<file path="config.mk">
export PLATFORM = sky130hd
export DESIGN_NAME = sdram_avalon_bist
export DESIGN_NICKNAME = d
export VERILOG_FILES = /design/src/rtl/sdram_avalon_bist.sv
export SDC_FILE = /design/constraint.sdc
export NUM_CORES = 1
export LEC_CHECK = 0
export CAP_MARGIN = 40
export CORE_MARGIN = 4
export CORE_UTILIZATION = 59
export CTS_BUF_LIST = sky130_fd_sc_hd__clkbuf_8
export CTS_CLUSTER_DIAMETER = 50
export CTS_CLUSTER_SIZE = 20
export DETAILED_ROUTE_END_ITERATION = 8
export PLACE_DENSITY = 0.92
export SKIP_CTS_REPAIR_TIMING = 1
export SYNTH_ARGS = -nofsm -noshare
export SYNTH_HDL_FRONTEND = slang
export SYNTH_SLANG_ARGS = --single-unit
export TNS_END_PERCENT = 50
</file>
<file path="constraint.sdc">
create_clock -name clk -period 7.9 [get_ports clk]
set_input_delay 0.79 -clock clk [delete_from_list [all_inputs] [get_ports clk]]
set_output_delay 0.79 -clock clk [all_outputs]
set_load 0.05 [all_outputs]
</file>
<file path="src/rtl/sdram_avalon_bist.sv">
// BIST master for the Avalon SDRAM controller: writes data(a)=a[15:0]^seed over [base..last], then reads it back and checks it.
// Writes are one per cycle; up to MAX_OUTSTANDING reads are kept in flight. Requests are held stable while avm_waitrequest is high.
module sdram_avalon_bist #(
  parameter int AW              = 25,
  parameter int DW              = 16,
  parameter int MAX_OUTSTANDING = 4
) (
  input  logic          clk,
  input  logic          reset_n,
  input  logic          start,
  input  logic [AW-1:0] base_addr,
  input  logic [AW-1:0] last_addr,
  input  logic [15:0]   seed,
  output logic          busy,
  output logic          done,
  output logic          pass,
  output logic [15:0]   err_count,
  output logic [AW-1:0] first_err_addr,
  output logic [15:0]   first_err_data,
  output logic          avm_read,
  output logic          avm_write,
  input  logic          avm_waitrequest,
  output logic [AW-1:0] avm_address,
  output logic [1:0]    avm_byteenable,
  output logic [DW-1:0] avm_writedata,
  input  logic          avm_readdatavalid,
  input  logic [DW-1:0] avm_readdata
);
  localparam logic [2:0] S_IDLE  = 3'd0;
  localparam logic [2:0] S_WRITE = 3'd1;
  localparam logic [2:0] S_READ  = 3'd2;
  localparam logic [2:0] S_DRAIN = 3'd3;
  localparam logic [2:0] S_DONE  = 3'd4;
  localparam logic [3:0] OUT_MAX = 4'(MAX_OUTSTANDING);

  logic [2:0]    state_q, state_d;
  logic [AW-1:0] wr_addr_q, wr_addr_d, rd_addr_q, rd_addr_d, cmp_addr_q, cmp_addr_d;
  logic [AW-1:0] base_q, base_d, last_q, last_d, ferr_addr_q, ferr_addr_d;
  logic [15:0]   seed_q, seed_d, err_q, err_d, ferr_data_q, ferr_data_d;
  logic [3:0]    out_q, out_d;
  logic          ferr_flag_q, ferr_flag_d, pass_q, pass_d, busy_q, done_q;
  logic          wr_acc, rd_acc, ret, miss;
  logic [15:0]   exp_data;

  assign avm_write      = (state_q == S_WRITE);
  assign avm_read       = (state_q == S_READ) && (out_q < OUT_MAX);
  assign avm_address    = (state_q == S_WRITE) ? wr_addr_q :
                          (state_q == S_READ)  ? rd_addr_q : '0;
  assign avm_writedata  = avm_write ? DW'(wr_addr_q[15:0] ^ seed_q) : '0;
  assign avm_byteenable = 2'b11;

  assign wr_acc   = avm_write && !avm_waitrequest;
  assign rd_acc   = avm_read && !avm_waitrequest;
  // Returns with nothing outstanding are dropped so the counter cannot underflow.
  assign ret      = avm_readdatavalid && (out_q != 4'd0);
  assign exp_data = cmp_addr_q[15:0] ^ seed_q;
  assign miss     = ret && (avm_readdata[15:0] != exp_data);

  assign busy           = busy_q;
  assign done           = done_q;
  assign pass           = pass_q;
  assign err_count      = err_q;
  assign first_err_addr = ferr_addr_q;
  assign first_err_data = ferr_data_q;

  always_comb begin
    state_d     = state_q;
    wr_addr_d   = wr_addr_q;
    rd_addr_d   = rd_addr_q;
    cmp_addr_d  = cmp_addr_q;
    base_d      = base_q;
    last_d      = last_q;
    seed_d      = seed_q;
    err_d       = err_q;
    ferr_addr_d = ferr_addr_q;
    ferr_data_d = ferr_data_q;
    ferr_flag_d = ferr_flag_q;
    pass_d      = pass_q;
    out_d       = out_q + {3'b000, rd_acc} - {3'b000, ret};

    if (ret) begin
      cmp_addr_d = cmp_addr_q + AW'(1);
      if (miss) begin
        if (err_q != 16'hFFFF) err_d = err_q + 16'd1;
        if (!ferr_flag_q) begin
          ferr_flag_d = 1'b1;
          ferr_addr_d = cmp_addr_q;
          ferr_data_d = avm_readdata[15:0];
        end
      end
    end

    case (state_q)
      S_IDLE, S_DONE: begin
        if (start) begin
          state_d     = S_WRITE;
          base_d      = base_addr;
          last_d      = last_addr;
          seed_d      = seed;
          wr_addr_d   = base_addr;
          rd_addr_d   = base_addr;
          cmp_addr_d  = base_addr;
          err_d       = '0;
          ferr_addr_d = '0;
          ferr_data_d = '0;
          ferr_flag_d = 1'b0;
          pass_d      = 1'b0;
        end
      end
      S_WRITE: begin
        if (wr_acc) begin
          if (wr_addr_q == last_q) begin
            state_d   = S_READ;
            rd_addr_d = base_q;
          end else begin
            wr_addr_d = wr_addr_q + AW'(1);
          end
        end
      end
      S_READ: begin
        if (rd_acc) begin
          if (rd_addr_q == last_q) state_d = S_DRAIN;
          else rd_addr_d = rd_addr_q + AW'(1);
        end
      end
      S_DRAIN: begin
        if (out_q == 4'd0) begin
          state_d = S_DONE;
          pass_d  = (err_q == 16'd0);
        end
      end
      default: state_d = S_IDLE;
    endcase
  end

  always_ff @(posedge clk or negedge reset_n) begin
    if (!reset_n) begin
      state_q     <= S_IDLE;
      wr_addr_q   <= '0;
      rd_addr_q   <= '0;
      cmp_addr_q  <= '0;
      base_q      <= '0;
      last_q      <= '0;
      seed_q      <= '0;
      err_q       <= '0;
      ferr_addr_q <= '0;
      ferr_data_q <= '0;
      ferr_flag_q <= 1'b0;
      out_q       <= '0;
      pass_q      <= 1'b0;
      busy_q      <= 1'b0;
      done_q      <= 1'b0;
    end else begin
      state_q     <= state_d;
      wr_addr_q   <= wr_addr_d;
      rd_addr_q   <= rd_addr_d;
      cmp_addr_q  <= cmp_addr_d;
      base_q      <= base_d;
      last_q      <= last_d;
      seed_q      <= seed_d;
      err_q       <= err_d;
      ferr_addr_q <= ferr_addr_d;
      ferr_data_q <= ferr_data_d;
      ferr_flag_q <= ferr_flag_d;
      out_q       <= out_d;
      pass_q      <= pass_d;
      busy_q      <= (state_d == S_WRITE) || (state_d == S_READ) || (state_d == S_DRAIN);
      done_q      <= (state_d == S_DONE);
    end
  end
endmodule

</file>
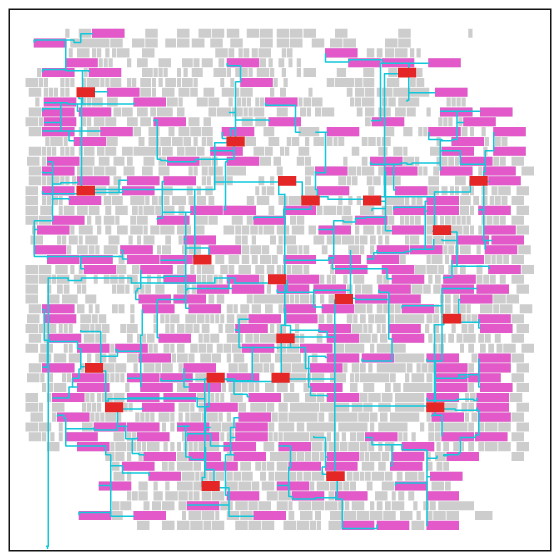
clock_wires.png
[flip-flops] magenta | count: 209
[clock-net drivers] red | count: 21
[clock wires] cyan | length: 2510 µm
flops lie: all over the die
routed clock nets: 22
final clock skew: 20.6 ps
Clk pwr share: 0.142
P_clk: 0.762 mW

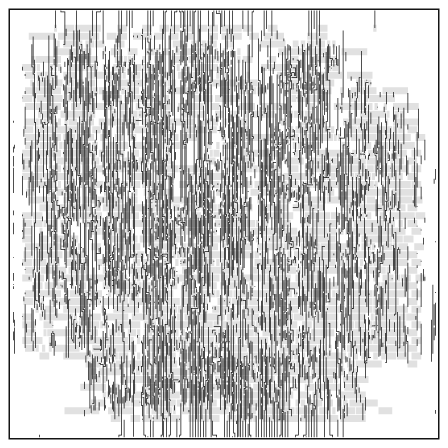
m2.png
Cells faint in the background.
share of all routed wire: 45%
main direction: vertical
longest straight run: 47.9 µm
wire length on this layer: 17200 µm
nets with wire on the layer: 1326

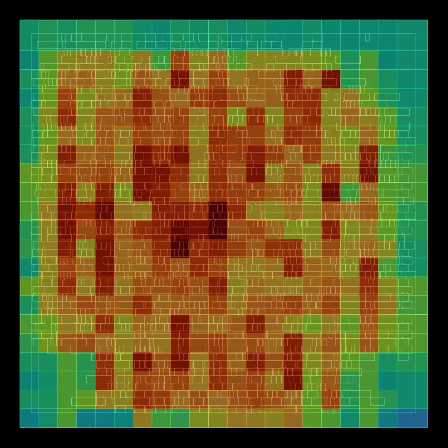
congestion_map.png
met3 Resource Use GR: 0.0538
GRT Util Overall: 0.341
met2 usage: 0.530
WL/cell: 22.0 µm

==> flow_summary.toml <==
# synthesis and place-and-route metrics
[yosys]
synth_warnings = 0
simple_gate_share = 0.216
syn_area_per_cell_um2 = 8.82
synthAoiAreaFrac = 0.155
xor_area_frac = 0.110
syn_area_um2 = 11800

[final_timing]
slew_viol_final = 0
relSlewSlack = 0.382

[cts]
cts_buffers = 21
cts_tree = "built"
clock_path_buffers = 3

[layout]
layout_top_cells = "nand2_1 (298), dfrtp_1 (209), clkdlybuf4s50_1 (188)"
antennaDiodeCount = 0

[place]
pre_cts_slack_ps = 3960
dp_cells = 1709

[job]
cap_violations = 0

[critical_path]
critPathCaptureType = "output pin"
r2r-start = "wr_addr_q[13]"
r2r-end = "wr_addr_q[15]"
crit_path_end = "avm_address[11]"

[global_route]
grt_most_used_layer = "met2"

[routing]
drtAntennaViolNets = 0
drt_pass1_iterations = 6

[power_and_ir_drop]
switching_share = 0.481

[status]
status = "finished clean"

[die]
well_tap_count = 265
core_area_um2 = 19500
Power and IR drop assume default switching activity.
